$ cat config.mk
export PLATFORM = sky130hd
export DESIGN_NAME = multicycle_control_fsm
export DESIGN_NICKNAME = d
export VERILOG_FILES = /design/src/rtl/mc_ctrl_pkg.sv /design/src/rtl/mc_alu_decoder.sv /design/src/rtl/multicycle_control_fsm.sv
export SDC_FILE = /design/constraint.sdc
export NUM_CORES = 1
export LEC_CHECK = 0
export CAP_MARGIN = 30
export CORE_MARGIN = 2
export CORE_UTILIZATION = 41
export DETAILED_ROUTE_END_ITERATION = 6
export PLACE_DENSITY = 0.82
export SYNTH_ARGS = -nofsm -noshare
export SYNTH_HDL_FRONTEND = slang
export SYNTH_SLANG_ARGS = --single-unit
$ cat constraint.sdc
create_clock -name clk -period 1.6 [get_ports clk]
set_input_delay 0.32 -clock clk [delete_from_list [all_inputs] [get_ports clk]]
set_output_delay 0.32 -clock clk [all_outputs]
set_load 0.02 [all_outputs]
$ cat src/rtl/mc_ctrl_pkg.sv
// Shared types and encodings for the multicycle MIPS control FSM.
// Build option MC_PERF_CNT_EN adds cycle/retire counters to the top.
package mc_ctrl_pkg;

  typedef enum logic [3:0] {
    S_RESET,
    S_FETCH,
    S_DECODE,
    S_MEM_ADDR,
    S_MEM_RD,
    S_MEM_WB,
    S_MEM_WR,
    S_R_EXEC,
    S_R_WB,
    S_BRANCH,
    S_ADDI_EXEC,
    S_ADDI_WB,
    S_JUMP,
    S_FAULT
  } state_t;

  localparam logic [5:0] OP_RTYPE = 6'b000000;
  localparam logic [5:0] OP_LW    = 6'b100011;
  localparam logic [5:0] OP_SW    = 6'b101011;
  localparam logic [5:0] OP_BEQ   = 6'b000100;
  localparam logic [5:0] OP_ADDI  = 6'b001000;
  localparam logic [5:0] OP_J     = 6'b000010;

  localparam logic [5:0] FN_ADD = 6'b100000;
  localparam logic [5:0] FN_SUB = 6'b100010;
  localparam logic [5:0] FN_AND = 6'b100100;
  localparam logic [5:0] FN_OR  = 6'b100101;
  localparam logic [5:0] FN_SLT = 6'b101010;

  localparam logic [2:0] ALU_ADD = 3'b010;
  localparam logic [2:0] ALU_SUB = 3'b110;
  localparam logic [2:0] ALU_AND = 3'b000;
  localparam logic [2:0] ALU_OR  = 3'b001;
  localparam logic [2:0] ALU_SLT = 3'b111;

  localparam logic [1:0] SRCB_B      = 2'b00;
  localparam logic [1:0] SRCB_FOUR   = 2'b01;
  localparam logic [1:0] SRCB_IMM    = 2'b10;
  localparam logic [1:0] SRCB_IMM_SH = 2'b11;

  localparam logic [1:0] PCS_ALU    = 2'b00;
  localparam logic [1:0] PCS_ALUOUT = 2'b01;
  localparam logic [1:0] PCS_JUMP   = 2'b10;

  localparam logic [1:0] FC_NONE   = 2'b00;
  localparam logic [1:0] FC_OPCODE = 2'b01;
  localparam logic [1:0] FC_FUNCT  = 2'b10;
  localparam logic [1:0] FC_BUS    = 2'b11;

  typedef struct packed {
    logic       pc_write;
    logic       pc_write_cond;
    logic       i_or_d;
    logic       mem_read;
    logic       mem_write;
    logic       ir_write;
    logic       mem_to_reg;
    logic       reg_dst;
    logic       reg_write;
    logic       alu_src_a;
    logic [1:0] alu_src_b;
    logic [2:0] alu_control;
    logic [1:0] pc_source;
    logic       fault;
  } ctrl_t;

  function automatic logic is_final(input state_t s,
                                    input logic rdy);
    return (s == S_MEM_WB) || (s == S_R_WB) ||
           (s == S_ADDI_WB) || (s == S_JUMP) ||
           (s == S_BRANCH) || ((s == S_MEM_WR) && rdy);
  endfunction

endpackage

$ cat src/rtl/mc_alu_decoder.sv
// R-type funct to ALU control decode with illegal-funct flag.
// Combinational; shared with the single-cycle control unit.
module mc_alu_decoder
  import mc_ctrl_pkg::*;
(
  input  logic [5:0] funct,
  output logic [2:0] alu_control,
  output logic       illegal
);

  always_comb begin
    alu_control = ALU_AND;
    illegal     = 1'b0;
    unique case (1'b1)
      (funct == FN_ADD): alu_control = ALU_ADD;
      (funct == FN_SUB): alu_control = ALU_SUB;
      (funct == FN_AND): alu_control = ALU_AND;
      (funct == FN_OR):  alu_control = ALU_OR;
      (funct == FN_SLT): alu_control = ALU_SLT;
      default:           illegal     = 1'b1;
    endcase
  end

endmodule

$ cat src/rtl/multicycle_control_fsm.sv
// Multicycle MIPS control FSM with memory-ready stall and bus timeout.
// Define MC_PERF_CNT_EN to add cycle_count/instr_retired outputs.
module multicycle_control_fsm
  import mc_ctrl_pkg::*;
#(
  parameter int unsigned WAIT_MAX = 16
) (
  input  logic        clk,
  input  logic        rst,
  input  logic [5:0]  opcode,
  input  logic [5:0]  funct,
  input  logic        zero,
  input  logic        mem_ready,
  output logic        pc_write,
  output logic        pc_write_cond,
  output logic        i_or_d,
  output logic        mem_read,
  output logic        mem_write,
  output logic        ir_write,
  output logic        mem_to_reg,
  output logic        reg_dst,
  output logic        reg_write,
  output logic        alu_src_a,
  output logic [1:0]  alu_src_b,
  output logic [2:0]  alu_control,
  output logic [1:0]  pc_source,
  output logic        fault,
  output logic [1:0]  fault_code
`ifdef MC_PERF_CNT_EN
  ,
  output logic [31:0] cycle_count,
  output logic [31:0] instr_retired
`endif
);

  localparam logic [7:0] WAIT_LAST = 8'(WAIT_MAX - 1);

  state_t     state, state_n;
  logic [7:0] cnt, cnt_n;
  logic [1:0] fc, fc_n;
  ctrl_t      c;
  logic [2:0] dec_alu;
  logic       dec_bad;

  // zero only gates the PC in the datapath
  logic unused_zero;
  assign unused_zero = zero;

  mc_alu_decoder u_alu_dec (
    .funct       (funct),
    .alu_control (dec_alu),
    .illegal     (dec_bad)
  );

  always_ff @(posedge clk or negedge rst) begin
    if (!rst) begin
      state <= S_RESET;
      cnt   <= '0;
      fc    <= FC_NONE;
    end else begin
      state <= state_n;
      cnt   <= cnt_n;
      fc    <= fc_n;
    end
  end

  always_comb begin
    state_n = state;
    cnt_n   = '0;
    fc_n    = fc;
    c       = '0;
    unique case (state)
      S_RESET: state_n = S_FETCH;
      S_FETCH: begin
        c.mem_read    = 1'b1;
        c.alu_src_b   = SRCB_FOUR;
        c.alu_control = ALU_ADD;
        c.pc_source   = PCS_ALU;
        c.ir_write    = mem_ready;
        c.pc_write    = mem_ready;
        if (mem_ready) begin
          state_n = S_DECODE;
        end else if (cnt == WAIT_LAST) begin
          state_n = S_FAULT;
          fc_n    = FC_BUS;
        end else begin
          cnt_n = cnt + 8'd1;
        end
      end
      S_DECODE: begin
        c.alu_src_b   = SRCB_IMM_SH;
        c.alu_control = ALU_ADD;
        unique case (1'b1)
          (opcode == OP_LW),
          (opcode == OP_SW):    state_n = S_MEM_ADDR;
          (opcode == OP_RTYPE): state_n = S_R_EXEC;
          (opcode == OP_BEQ):   state_n = S_BRANCH;
          (opcode == OP_ADDI):  state_n = S_ADDI_EXEC;
          (opcode == OP_J):     state_n = S_JUMP;
          default: begin
            state_n = S_FAULT;
            fc_n    = FC_OPCODE;
          end
        endcase
      end
      S_MEM_ADDR: begin
        c.alu_src_a   = 1'b1;
        c.alu_src_b   = SRCB_IMM;
        c.alu_control = ALU_ADD;
        state_n = (opcode == OP_SW) ? S_MEM_WR : S_MEM_RD;
      end
      S_MEM_RD: begin
        c.mem_read = 1'b1;
        c.i_or_d   = 1'b1;
        if (mem_ready) begin
          state_n = S_MEM_WB;
        end else if (cnt == WAIT_LAST) begin
          state_n = S_FAULT;
          fc_n    = FC_BUS;
        end else begin
          cnt_n = cnt + 8'd1;
        end
      end
      S_MEM_WB: begin
        c.reg_write  = 1'b1;
        c.mem_to_reg = 1'b1;
        state_n = S_FETCH;
      end
      S_MEM_WR: begin
        c.mem_write = 1'b1;
        c.i_or_d    = 1'b1;
        if (mem_ready) begin
          state_n = S_FETCH;
        end else if (cnt == WAIT_LAST) begin
          state_n = S_FAULT;
          fc_n    = FC_BUS;
        end else begin
          cnt_n = cnt + 8'd1;
        end
      end
      S_R_EXEC: begin
        c.alu_src_a   = 1'b1;
        c.alu_src_b   = SRCB_B;
        c.alu_control = dec_alu;
        if (dec_bad) begin
          state_n = S_FAULT;
          fc_n    = FC_FUNCT;
        end else begin
          state_n = S_R_WB;
        end
      end
      S_R_WB: begin
        c.reg_write = 1'b1;
        c.reg_dst   = 1'b1;
        state_n = S_FETCH;
      end
      S_BRANCH: begin
        c.alu_src_a     = 1'b1;
        c.alu_src_b     = SRCB_B;
        c.alu_control   = ALU_SUB;
        c.pc_write_cond = 1'b1;
        c.pc_source     = PCS_ALUOUT;
        state_n = S_FETCH;
      end
      S_ADDI_EXEC: begin
        c.alu_src_a   = 1'b1;
        c.alu_src_b   = SRCB_IMM;
        c.alu_control = ALU_ADD;
        state_n = S_ADDI_WB;
      end
      S_ADDI_WB: begin
        c.reg_write = 1'b1;
        state_n = S_FETCH;
      end
      S_JUMP: begin
        c.pc_write  = 1'b1;
        c.pc_source = PCS_JUMP;
        state_n = S_FETCH;
      end
      S_FAULT: c.fault = 1'b1;
      default: state_n = S_FAULT;
    endcase
  end

  assign pc_write      = c.pc_write;
  assign pc_write_cond = c.pc_write_cond;
  assign i_or_d        = c.i_or_d;
  assign mem_read      = c.mem_read;
  assign mem_write     = c.mem_write;
  assign ir_write      = c.ir_write;
  assign mem_to_reg    = c.mem_to_reg;
  assign reg_dst       = c.reg_dst;
  assign reg_write     = c.reg_write;
  assign alu_src_a     = c.alu_src_a;
  assign alu_src_b     = c.alu_src_b;
  assign alu_control   = c.alu_control;
  assign pc_source     = c.pc_source;
  assign fault         = c.fault;
  assign fault_code    = fc;

`ifdef MC_PERF_CNT_EN
  always_ff @(posedge clk or negedge rst) begin
    if (!rst) begin
      cycle_count   <= '0;
      instr_retired <= '0;
    end else begin
      if (state != S_RESET && state != S_FAULT)
        cycle_count <= cycle_count + 32'd1;
      if (is_final(state, mem_ready))
        instr_retired <= instr_retired + 32'd1;
    end
  end
`endif

endmodule

Fig. 1: run 1, signal wires by layer
Scale bar: 20 microns. Two of the layers only.
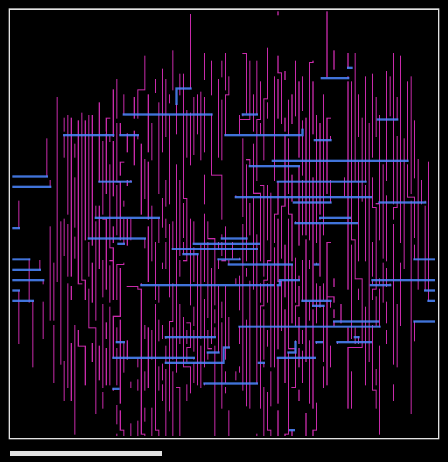
| layer | color | wire length |
|---|---|---|
| M2 | magenta | 2640 microns |
| M3 | blue | 318 microns |

Fig. 2: run 1, sequential cells colored by netlist name
Scale bar: 20 microns. Other cells in gray.
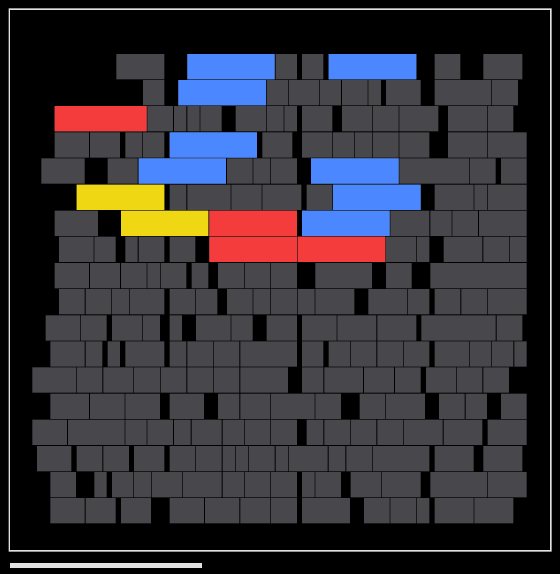
| netlist name | color | sequential cells |
|---|---|---|
| `fault_code` | yellow | 2 |
| `cnt` | blue | 8 |
| `state` | red | 4 |

==> results.yml, run 1 <==
# flow metrics
detailed_routing:
  wl_per_cell_microns: 19.8
  ant_nets: 0
  drt-pass1-iter-count: 4
  viasPerCell: 6.02
  num_vias: 1566
sta:
  period_needed_ps: 1910
  finalSetupViolations: 31
  rsz0062_at_grt: "true"
  fin_crit_sh: 1.20
  worst_slew_pin_slew_ps: 611
  layout_setup_ws_ps: -315
synthesis:
  ys_seq_frac: 0.314
  yosys_area_sq_um: 1120
  ys_cells: 140
  yosys_warnings: 0
  edf_count: 0
  synthFlopType: "dfrtp_1"
  ys.flops: 14
  avgSynthCellArea_sq_um: 7.98
  postSynthCellCount: 140
clock_network:
  postCtsHoldBufs: 0
  cts.htree.levels: 1
  insertion_delay_ps: 280
  cts.clk_slew.worst_paths_ps: 80
  cts_tree: "yes"
  cts_max_path_buffers: 2
  cts-root-buf: "clkbuf_4"
floorplanning:
  dieHeight_microns: 56.2
  die_area_sq_um: 3160
  chipWidth_microns: 56.2
power_and_ir_drop:
  clockPowerShare: 0.075
  p_sw_frac: 0.450
  p_comb_frac: 0.762
  power.leakage_nw: 1.03
global_route:
  grt_overflow: 0
  grt_max_degree: 15
  grt.total_usage: 0.265
  grt_pass1_wl_mm: 6.58
flow_run:
  max-cap-violations: 0
  warnings: 30
run_status:
  status: "finished, violations left"
  violations: "negative setup slack"
setup_path:
  worst-path-max-fanout: 4
  critPathCaptureType: "flip-flop"
min_path:
  hold_path.class: "input port to asynchronous set/reset pin"
finish:
  diodes: 0
  drive_gt1_frac: 0.526
  layout_top_cell: "buf_4"
  nets: 248
place:
  place.gp.congestion: 0.884
Fig. 3: run 1, clock network drawn from the DEF
Scale bar: 20 microns.
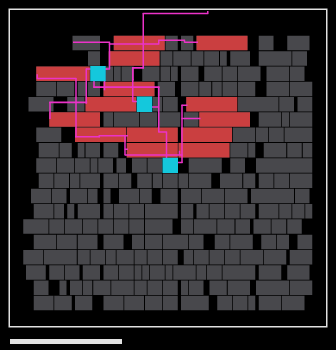
[clock-net drivers] cyan | count: 3
[flip-flops] red | count: 14
[clock wires] magenta | length: 171 microns
routed clock nets: 4

-- run 1: critical path, cell delays in order, from the launching register on --
cell and delay, ps:
dfrtp_1 450, buf_6 170, buf_12 130, buf_6 110, nand2b_4 70, buf_6 100
a211o_1 190, o21ba_4 190, or3_1 380
-- run 1: power groups by stage --
stage | clock network, mW | registers [mW] | logic (mW)
6_report | 0.253 | 0.553 | 2.58
5_1_grt | 0.274 | 0.560 | 2.68
4_1_cts | 0.252 | 0.533 | 2.15
3_5_place_dp | 0 | 0.518 | 1.79
3_3_place_gp | 0 | 0.516 | 1.73
2_1_floorplan | 0 | 0.518 | 0.990
-- run 1: cell type report --
class                      instances  area (sq um)
multi-input combinational        116           937
timing repair buffer              94           842
sequential                        14           352
fill                             114           310
tap                               30          37.5
clock buffer                       4          36.3
inverter                           2          7.51
-- run 1: path summary, 6_finish.rpt --
| kind | from | end | slack [ps] | cells past startpoint |
|---|---|---|---|---|
| setup / recovery | state[2] | state[3] | -310 | 8 |
| hold / removal | rst | cnt[6] | 420 | 1 |
| setup reg to reg | state[2] | state[3] | -310 | 8 |
| hold reg to reg | cnt[0] | cnt[0] | 480 | 1 |
| max in group asynchronous | rst | state[0] | 750 | 1 |
| min in group clk | cnt[0] | cnt[0] | 480 | 1 |
-- run 1: logic make-up after synthesis --
family | share of synthesized area
fa+ha+maj | 0.0202
mux | 0.00896
compound gates | 0.228
xor+xnor | 0.0627
buf+inv | 0.0470
flops | 0.314
simple gates | 0.319
-- run 1: state kept, by name (all words and copies together), names as in the netlist --
name	cells
cnt	8
fault_code	2
state	4
-- run 1: through the flow --
stage | TNS [ps] | std cells | setup WS, ps | instance area, sq um | hold WS [ps]
after detailed placement | -8610 | 235 | -632 | 1790 | 451
after global routing | -7730 | 260 | -382 | 2210 | 457
after CTS | -2970 | 255 | -204 | 2050 | 426
after floorplan | -28.1 | 140 | -28.1 | 1170 | 24.4
after global placement | -7740 | 235 | -576 | 1790 | 436
final | -6290 | 260 | -315 | 2210 | 418
-- run 1: synth_stat cells, types with 2 or more instances --
master    count  share of area
and2_1        2          0.011
inv_1         2         0.0067
buf_6         2          0.020
xnor2_1       4          0.031
nand3_1       6          0.027
nor2b_1       5          0.028
nand2_1       6          0.020
nand2b_1      8          0.045
nor3_1        5          0.022
or3_1         3          0.017
xor2_1        4          0.031
a21boi_0      2          0.013
o21ai_0       7          0.031
a211o_1       2          0.016
dfrtp_1      14           0.31
and3_1        2          0.011
a21oi_1       6          0.027
o21a_1        2          0.013
nor2_1       23          0.077
nand4_1       3          0.017
a31oi_1       3          0.017
clkbuf_1      6          0.020
-- run 1: timing repair --
action,in CTS,in global routing
buffers inserted,17,5
endpoints found under the setup margin,31,34
pin swaps,15,7
gates resized,129,31
-- run 1: routing by layer --
layer	GRT usage	up-vias	routed length, microns
met2	0.484	93	2640
met3	0.0465	22	317
met5	0	-	0
met1	0.300	755	1960
li1	-	696	-
met4	0.112	0	224
Fig. 4: run 1, placed cells, one color a class
Fill, decap, tap and diode cells in gray.
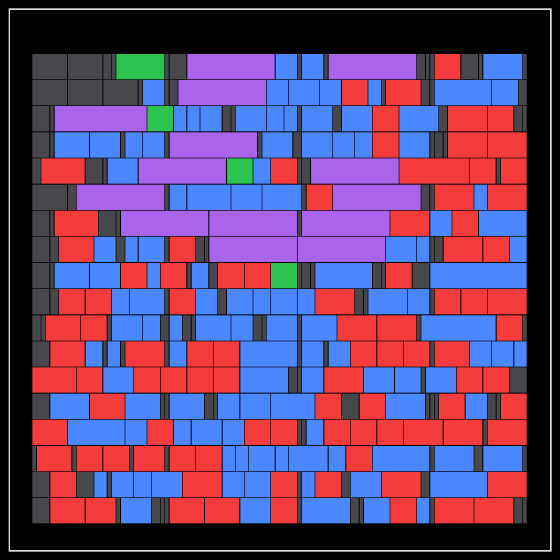

==> inputs of run 2 (changes only) <==
--- a/config.mk
+++ b/config.mk
@@ -10,6 +10,7 @@
 export CORE_UTILIZATION = 41
 export DETAILED_ROUTE_END_ITERATION = 6
 export PLACE_DENSITY = 0.82
+export SLEW_MARGIN = 20
 export SYNTH_ARGS = -nofsm -noshare
 export SYNTH_HDL_FRONTEND = slang
 export SYNTH_SLANG_ARGS = --single-unit
==> constraint.sdc (replaced) <==
create_clock -name clk -period 1.72 [get_ports clk]
set_input_delay 0.344 -clock clk [delete_from_list [all_inputs] [get_ports clk]]
set_output_delay 0.344 -clock clk [all_outputs]
set_load 0.02 [all_outputs]
Fig. 5: run 2, placed cells, one color a class
Fill, decap, tap and diode cells in gray.
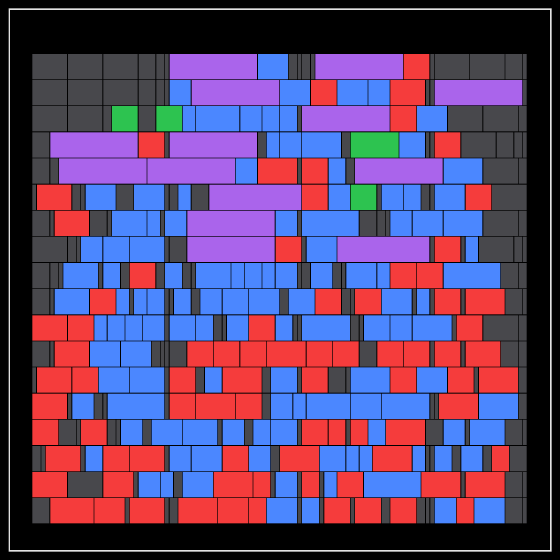
| class | color | cells | share of their area |
|---|---|---|---|
| registers | purple | 14 | 18% |
| remaining buffers and delay cells | red | 81 | 35% |
| clock drivers and dummy loads | green | 4 | 1.9% |
| remaining logic cells | blue | 118 | 45% |

==> results.yml, run 2 <==
# flow metrics
synthesis:
  yosys_area_sq_um: 1120
  top_cells_by_area: "dfrtp_1 (31%), nor2_1 (7.7%), nand2b_1 (4.5%), o21ai_0 (3.1%), xnor2_1 (3.1%)"
  ys_cells: 140
  edf_count: 0
  most_common_cell: "nor2_1"
  postSynthCellCount: 140
  ys_top_cells_by_count: "nor2_1 (23), dfrtp_1 (14), nand2b_1 (8), o21ai_0 (7)"
  yosysTopAreaCell: "dfrtp_1"
clock_network:
  cts_max_path_buffers: 2
  cts.htree.levels: 1
  cts_tree: "yes"
  cts-root-buf: "clkbuf_4"
  cts.clk_slew.worst_paths_ps: 90
finish:
  largest_reg_flops: 8
  layout_top_cell: "buf_4"
setup_path:
  slowest_delay_ps: 460
  crit_top_cell: "buf_6"
  crit_family: "simple AND/OR/NAND/NOR gates"
  ff2ff_setup_slack_ps: -160
power_and_ir_drop:
  clockPowerShare: 0.090
  power.leakage_nw: 0.896
run_status:
  violations: "negative setup slack"
  status: "finished, violations left"
flow_run:
  max-cap-violations: 0
global_route:
  grt_pass1_wl_mm: 6.25
  grt_overflow: 0
  grt_max_degree: 15
sta:
  layout_setup_ws_ps: -158
  finalSetupViolations: 16
floorplanning:
  dieHeight_microns: 56.2
[run 2: cell count changes in the layout (fill, tap and decap cells not counted), moves of 2 or more]
cell            change
buf_2               +7
nand2b_1            +2
nand2b_4            -2
buf_4              -12
buf_6               -8
dlymetal6s2s_1      -2
[run 2: metrics by stage]
step	utilization	instances	setup slack, ps	TNS (ps)	area (sq um)
after floorplan	-	140	-43.4	-43.4	1150
after detailed placement	0.695	232	-597	-6000	1750
after global routing	0.782	247	-212	-2270	1970
after global placement	0.695	232	-501	-5020	1750
after CTS	0.733	242	-76.5	-798	1850
final	0.782	247	-158	-1170	1970
[run 2: per-layer routing]
metal  track usage  part of all wire
met1         0.309              0.43
met5             0                 0
met2         0.425              0.51
met3        0.0465             0.034
met4        0.0646             0.023
[run 2: cell type report]
type | instances | area (sq um)
repair buffers | 81 | 682
inverters | 2 | 7.51
flip-flops and latches | 14 | 353
multi-input cells | 116 | 856
clock buffers | 4 | 36.3
well taps | 30 | 37.5
fillers | 162 | 551
[run 2: power by group through the flow]
stage                     Sequential, mW  Combinational (mW)  Clock [mW]
after CTS                          0.493                1.71       0.237
after floorplan                    0.482               0.895           0
after global routing               0.510                2.03       0.253
after global placement             0.484                1.60           0
final                              0.497                1.91       0.237
after detailed placement           0.489                1.64           0
[run 2: cell families (layout without fill, tap and decap cells)]
family / after synthesis / after routing / share of synthesized area
xor gates and xnor gates: 8 / 8 / 0.0627
and+or+nand+nor: 69 / 69 / 0.319
AOI/OAI and AO/OA: 36 / 36 / 0.228
muxes: 1 / 1 / 0.00896
adders and majority gates: 2 / 2 / 0.0202
DFF: 14 / 14 / 0.314
buffers and inverters: 10 / 87 / 0.0470
[run 2: final timing paths]
path | startpoint | endpoint | cells after the start
worst max-delay path | state[2] | cnt[7] | 6
worst min-delay path | rst | cnt[5] | 1
worst max register to register | state[2] | cnt[7] | 6
worst min register to register | cnt[0] | cnt[0] | 1
max in group asynchronous | rst | state[0] | 1
min in group clk | cnt[0] | cnt[0] | 1
[run 2: timing repair]
action / in CTS / in global routing
hold endpoints to repair: 0 / 0
buffers inserted: 6 / 5
hold buffers: 0 / 0
gates resized: 110 / 24
setup endpoints to repair: 30 / 25
pin swaps: 11 / 6
[run 2: worst reg2reg max path, cell delays in order, from the launching register on]
cell and delay, ps:
dfrtp_2 460, buf_6 140, buf_6 110, or3b_1 350, a211o_1 300, or2_4 290
nor2_1 150
Fig. 6: run 2, signal wires by layer
Scale bar: 20 microns. Two of the layers only.
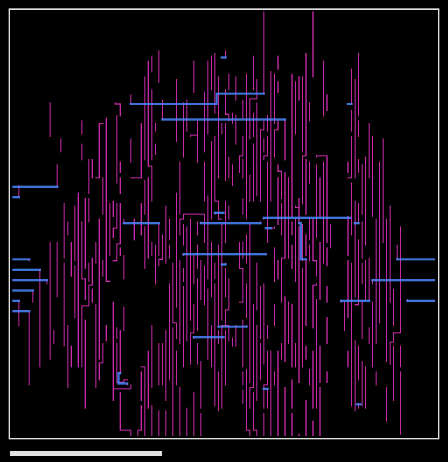

==> inputs of run 3 (changes only) <==
--- a/config.mk
+++ b/config.mk
@@ -10,6 +10,7 @@
 export CORE_UTILIZATION = 41
 export DETAILED_ROUTE_END_ITERATION = 6
 export PLACE_DENSITY = 0.82
+export SKIP_LAST_GASP = 1
 export SLEW_MARGIN = 20
 export SYNTH_ARGS = -nofsm -noshare
 export SYNTH_HDL_FRONTEND = slang
Fig. 7: run 3, signal wires by layer
Scale bar: 20 microns. Two of the layers only.
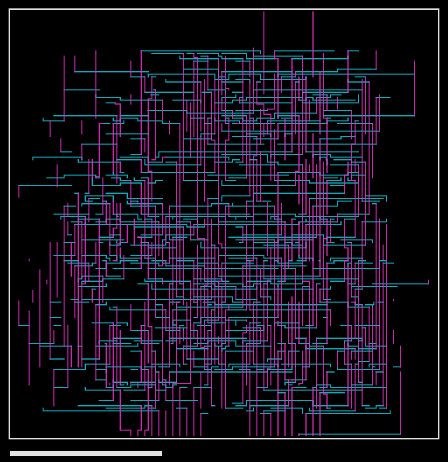
| layer | color | wire length |
|---|---|---|
| M1 | cyan | 1870 microns |
| M2 | magenta | 2130 microns |

==> results.yml, run 3 <==
# flow metrics
run_status:
  status: "finished, violations left"
  violations: "negative setup slack"
finish:
  stdcell_area_sq_um: 2010
  nets: 237
  final_cells: 249
  largest_reg_flops: 8
  layout_top_cell: "buf_4"
  diodes: 0
detailed_routing:
  num_vias: 1403
  ant_nets: 0
setup_path:
  crit_slowest_cell: "dfrtp_2"
  critPathCaptureType: "flip-flop"
  path_buffers: 2
synthesis:
  synthFlopType: "dfrtp_1"
  yosysTopAreaCellShare: 0.314
  ys_top_cells_by_count: "nor2_1 (23), dfrtp_1 (14), nand2b_1 (8), o21ai_0 (7)"
  avgSynthCellArea_sq_um: 7.98
  yosys_warnings: 0
  yosysTopAreaCell: "dfrtp_1"
place:
  placed_area_sq_um: 1750
  dp.cells: 232
sta:
  finalSetupViolations: 22
  worst_slew_pin_slew_ps: 608
  layout_setup_ws_ps: -190
  rsz0062_at_grt: "true"
global_route:
  grt.total_usage: 0.245
  grt_pass1_wl_mm: 6.24
  grt_max_degree: 15
floorplanning:
  die_area_sq_um: 3160
  chipWidth_microns: 56.2
min_path:
  hold_path.class: "input port to asynchronous set/reset pin"
clock_network:
  cts_tree: "yes"
  cts-root-buf: "clkbuf_4"
## run 3: cell counts after synthesis
No cell type changed its count.
## run 3: layout make-up
cell class	count	area [sq um]
tap	30	37.5
timing repair buffer	83	696
multi-input combinational	116	883
inverter	2	7.51
clock buffer	4	36.3
fill	153	509
sequential	14	353
## run 3: timing repair
item                       CTS  global route
resized                    106            32
setup endpoints to repair   30            26
buffers inserted             6             7
pin swaps                   11             4
## run 3: final timing paths
kind	from	to	slack (ps)	depth (start not counted)
hold reg to reg	cnt[0]	cnt[0]	470	1
hold / removal	rst	cnt[7]	430	1
max in group asynchronous	rst	state[0]	860	1
min in group clk	cnt[0]	cnt[0]	470	1
setup reg to reg	state[2]	cnt[7]	-190	6
setup / recovery	state[2]	cnt[7]	-190	6
## run 3: cell families (layout without fill, tap and decap cells)
| group | Yosys count | count (layout) | share of synthesized area |
|---|---|---|---|
| AND/OR/NAND/NOR | 69 | 69 | 0.319 |
| flip-flops | 14 | 14 | 0.314 |
| AND-OR/OR-AND | 36 | 36 | 0.228 |
| buffers and inverters | 10 | 89 | 0.0470 |
| adder cells (fa/ha/maj) | 2 | 2 | 0.0202 |
| multiplexers | 1 | 1 | 0.00896 |
| XOR/XNOR | 8 | 8 | 0.0627 |
## run 3: per-stage QoR
| stage | setup slack [ps] | hold slack [ps] | power [mW] |
|---|---|---|---|
| floorplan | -43.4 | 48.4 | 1.38 |
| global placement | -501 | 436 | 2.08 |
| detailed placement | -597 | 449 | 2.13 |
| CTS | -88.0 | 445 | 2.42 |
| global route | -228 | 480 | 2.88 |
| finish | -190 | 433 | 2.74 |
## run 3: where the power goes
group	leakage, nW	internal (mW)	switching, mW
combinational	0.704	0.979	1.01
sequential	0.182	0.411	0.103
clock	0.0210	0.129	0.107
## run 3: layer usage
metal  routed length [microns]  global-route usage  part of all wire
met1                      1870               0.314              0.45
met2                      2130               0.424              0.52
met3                       113              0.0488             0.028
met4                         0              0.0578                 0
met5                         0                   0                 0
Power and IR drop assume default switching activity.
